Design kb_event_scheduler, sky130hd; sources not shown.
Figure 1. The clock network (run 1).
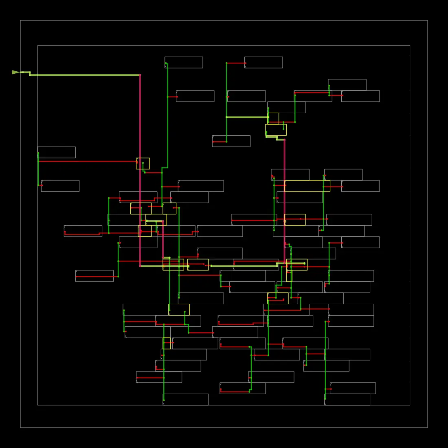
clk pwr: 0.466 mW
worst skew pair latency: 0.33 ns
clock buffer count: 9
cts bufs inserted: 9
Clock Skew: 0.01080 ns

Figure 2. Cell sizes after repair (run 1).
Scale bar: 20 um.
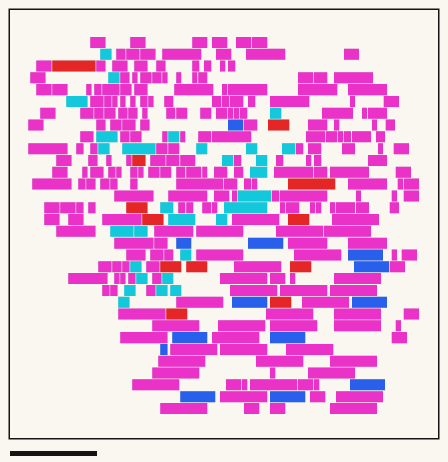
magenta -> _0 and _1 cells  # cells 257, most used edfxtp_1
cyan -> _3 and _4 cells  # cells 29, most used buf_4
blue -> _2 cells  # cells 13, most used mux4_2
red -> _6 and larger  # cells 12, most used clkbuf_8
final instance area: 4001 um2
PnR worst setup slack: 0.5495 ns
Synth-to-Final Area Change: 21.92%
Non-clk bufs: 50

Figure 3. Clock wires, drivers and flops (run 1).
Scale bar: 20 um.
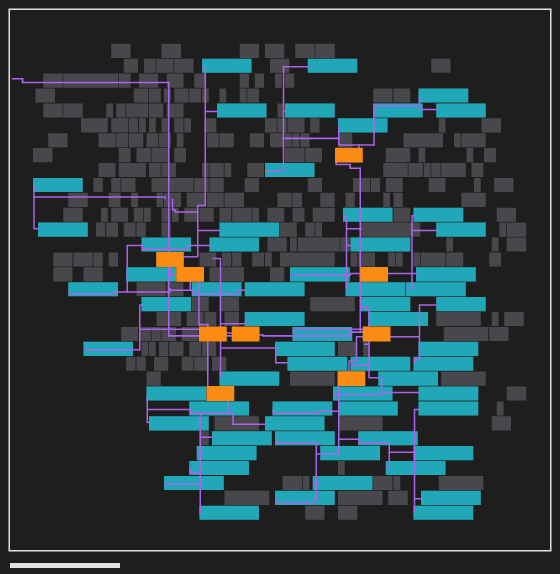
orange -> clock drivers  # count 9
purple -> clock wires  # length 811 um
cyan -> flip-flops  # count 63
routed clock nets = 10
clock share of power: 29.4%

Figure 4. Sequential cells coloured by netlist name (run 1).
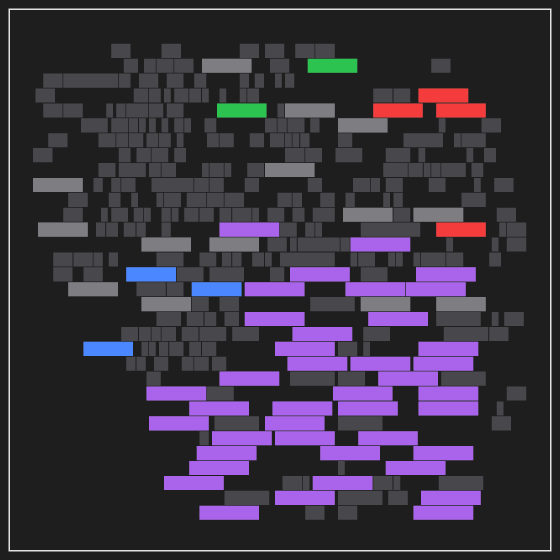
green -> state_q  # sequential cells 2
blue -> wr_ptr_q  # sequential cells 3
purple -> mem  # sequential cells 40
red -> o_fifo_count  # sequential cells 4, where north-east
Reg area: 1777 um2
Seq power: 0.707 mW

==> changes_impl.md, run 1 <==
### Metrics

- Chip footprint: 9718 um2
- Drt wl/cell: 17.57 um
- Slew of the pin with the lowest slew margin: 0.7684 ns
- Status: finished clean
- Critical path type: input port to flop
- Post-place setup slack: around 0.22 ns
- Final Hold Violation Tally: 0
- Power Dens Cells: 396.3 nW/um2
- Fp_density: between 40% and 50%
- Commonest cells post-synth: edfxtp_1 (40), dfrtp_1 (23), nand2_1 (16), inv_1 (15), nor2_1 (15)
- Post-synth EDFFs: 40
- ClkCell Share: 4.909%
- Setup crit end kind: flop
- Number of global-route vias before repair: 2,315
- Post-Synth AOI/OAI Area: 10.98%
- Worst Hold Class: flop to flop
- Yosys xor share: under 10%
- Cts repair resizes: 0
- Diode count: 0
- Vias: 2,274
- Post-synthesis cell count: 259
- Top cell area share: 36.60%
- Cell internal pwr: around 1.1 mW
- Io pins: 33
- Pins over their slew limit: 0
- Worst IR Drop VDD: around 0.17 mV
- Final Power: approximately 1.6 mW
- Max cap viols: 0
- Wirelength, routed: 7.256 mm
- Final core utilization: 50.99%
- Longest Clk Path Bufs: 2
- Most frequent logic cells in the routed design: edfxtp_1 (40), clkdlybuf4s50_1 (32), dfrtp_1 (23), buf_4 (17), nand2_1 (16)
## run 1: worst max-delay path: cells and delay by family
kind | cells | cell delay, ns
AND/OR/NAND/NOR | 4 | 1.27
AND-OR/OR-AND | 3 | 0.95
adder cells (fa/ha/maj) | 2 | 0.59
buffers and inverters | 3 | 0.78
multiplexers | 1 | 0.15
## run 1: layer usage
metal | track usage [%] | vias to the layer above | wire length [um]
met5 | 0 | - | 0
met4 | 5.042 | 0 | 85
met3 | 3.043 | 7 | 306
met2 | 24.34 | 67 | 3362
met1 | 22.67 | 1115 | 3502
li1 | - | 1085 | -
Figure 5. Logic cells by family (run 1).
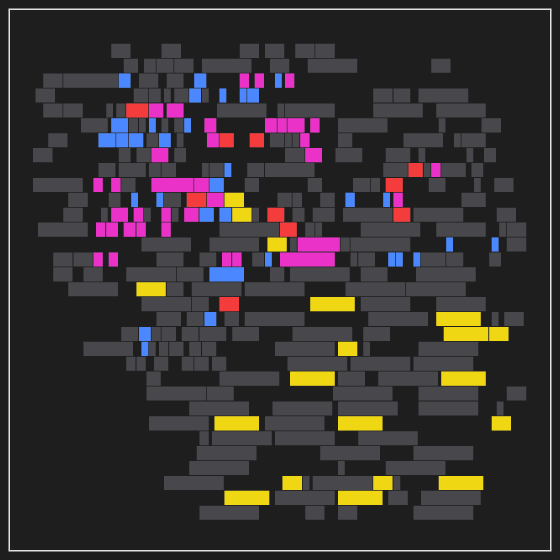

## Run 2: what changed since run 1
--- a/config.mk
+++ b/config.mk
@@ -6,6 +6,7 @@
 export NUM_CORES = 1
 export LEC_CHECK = 0
 export CAP_MARGIN = 40
+export CORE_ASPECT_RATIO = 1.1
 export CORE_MARGIN = 4
 export CORE_UTILIZATION = 40
 export CTS_CLUSTER_SIZE = 8
Figure 6. Logic cells by family (run 2).
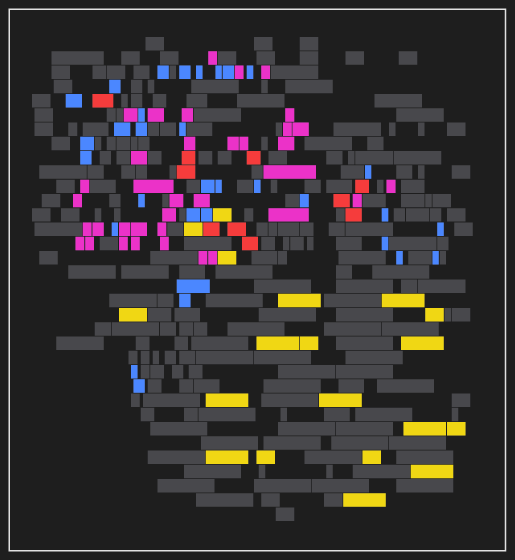
red -> AND-OR and OR-AND gates  # cells 10, most used a21o_1
blue -> NAND gates  # cells 32, most used nand2_1
magenta -> inverting AOI/OAI gates  # cells 36, most used a21oi_1
yellow -> multiplexers  # cells 19, most used mux4_2
Comb/total area: 34.06%
Commonest Layout Cell: edfxtp_1
post-route insts no fill: 419

Figure 7. Sequential cells coloured by netlist name (run 2).
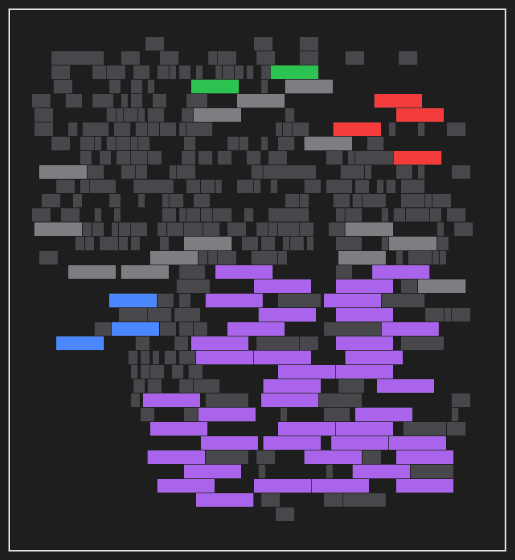
Seq power: 0.706 mW
final core utilization: 50.52%
Seq area share: 44.21%

Figure 8. Cell sizes after repair (run 2).
Scale bar: 20 um.
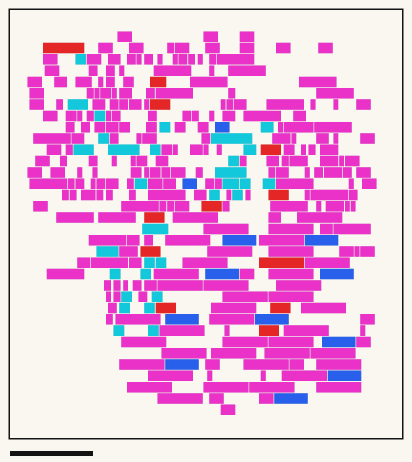
PnR worst setup slack: 0.5349 ns
final instance area: 4019 um2

==> run 2 against run 1 <==
  * Area after synthesis unchanged
  * Clock skew decreased by 0.0034 ns
  * Critical path type unchanged
  * Clock power increased by 2%
  * Largest cell class unchanged
  * Sequential cell count unchanged
  * Routed wire length decreased by 4.2%
  * Synthesized cell count unchanged
  * Critical endpoint unchanged
  * Combinational power about the same
==> changes_impl.md, run 2 <==
### Metrics

- Pins over their slew limit: 0
- Nets at Floorplan: between 200 and 300
- Synth-to-Final Area Change: 22.46%
- Crit path depth: 13
- Diode count: 0
- Critical path type: input port to flop
- Wirelength, routed: 6.952 mm
- Met2 WL post-DR: approximately 3.2 mm
- Worst IR Drop VDD: roughly 0.17 mV
- Top non-seq family: simple AND/OR/NAND/NOR gates
- Io pins: 33
- Vias: 2,254
- Commonest cells post-synth: edfxtp_1 (40), dfrtp_1 (23), nand2_1 (16), inv_1 (15), nor2_1 (15)
- Busiest grt layer: met2
- Power Dens Cells: 396.6 nW/um2
- Setup crit end kind: flop
- Met2 usage: 23.31%
- Met3 wire length: roughly 380 um
- Worst skew pair latency: around 0.34 ns
- Post-synthesis cell count: 259
- Fp_density: 41.26%
- Status: finished clean
- Port bufs: 32
- Number of global-route vias before repair: 2,272
- Post-place setup slack: approximately 0.20 ns
- Chip footprint: between 9000 and 10,000 um2
- Yosys xor share: 1.868%
- Clock Skew: 0.007398 ns
- Post-Synth AOI/OAI Area: between 10% and 20%
- Worst Hold Class: flop to flop
- Longest Clk Path Bufs: 2
- WP buf/inv: 3
- Cts bufs inserted: 9
- Met1 wire length: 3.351 mm
- Met3 Use GR: around 3.6%
- Final Hold Violation Tally: 0
- CP top delay family: simple AND/OR/NAND/NOR gates
- Drt wl/cell: around 17 um
- Top cell area share: 36.60%
- Most frequent logic cells in the routed design: edfxtp_1 (40), clkdlybuf4s50_1 (32), dfrtp_1 (23), buf_4 (17), nand2_1 (16)
- DR top layer: met4
- Post-synth EDFFs: around 40
[run 2: cell types whose count changed in the layout (fill, tap and decap cells not counted)]
cell	before	now
clkinv_4	2	3
clkinvlp_4	1	2
inv_6	1	0
inv_8	0	1
clkinv_1	1	0
clkinv_2	1	0
[run 2: area by class of cell]
type	count	share of cell area, %
clock inverter	7	2.055
tap	108	3.362
clock buffer	9	3.082
inverter	15	1.401
timing repair buffer	50	11.83
sequential	63	44.21
multi-input combinational	167	34.06
[run 2: logic make-up after synthesis]
kind of cell,Yosys count
fa+ha+maj,8
buf+inv,29
xor+xnor,7
compound gates,46
flops,63
mux,19
simple gates,87
[run 2: where the power goes]
group / switching [mW] / internal (mW) / leakage, nW
logic: 0.163 / 0.249 / 0.752
clock network: 0.224 / 0.251 / 0.0975
registers: 0.0864 / 0.620 / 0.702
Power is estimated from default activity; no workload was simulated.
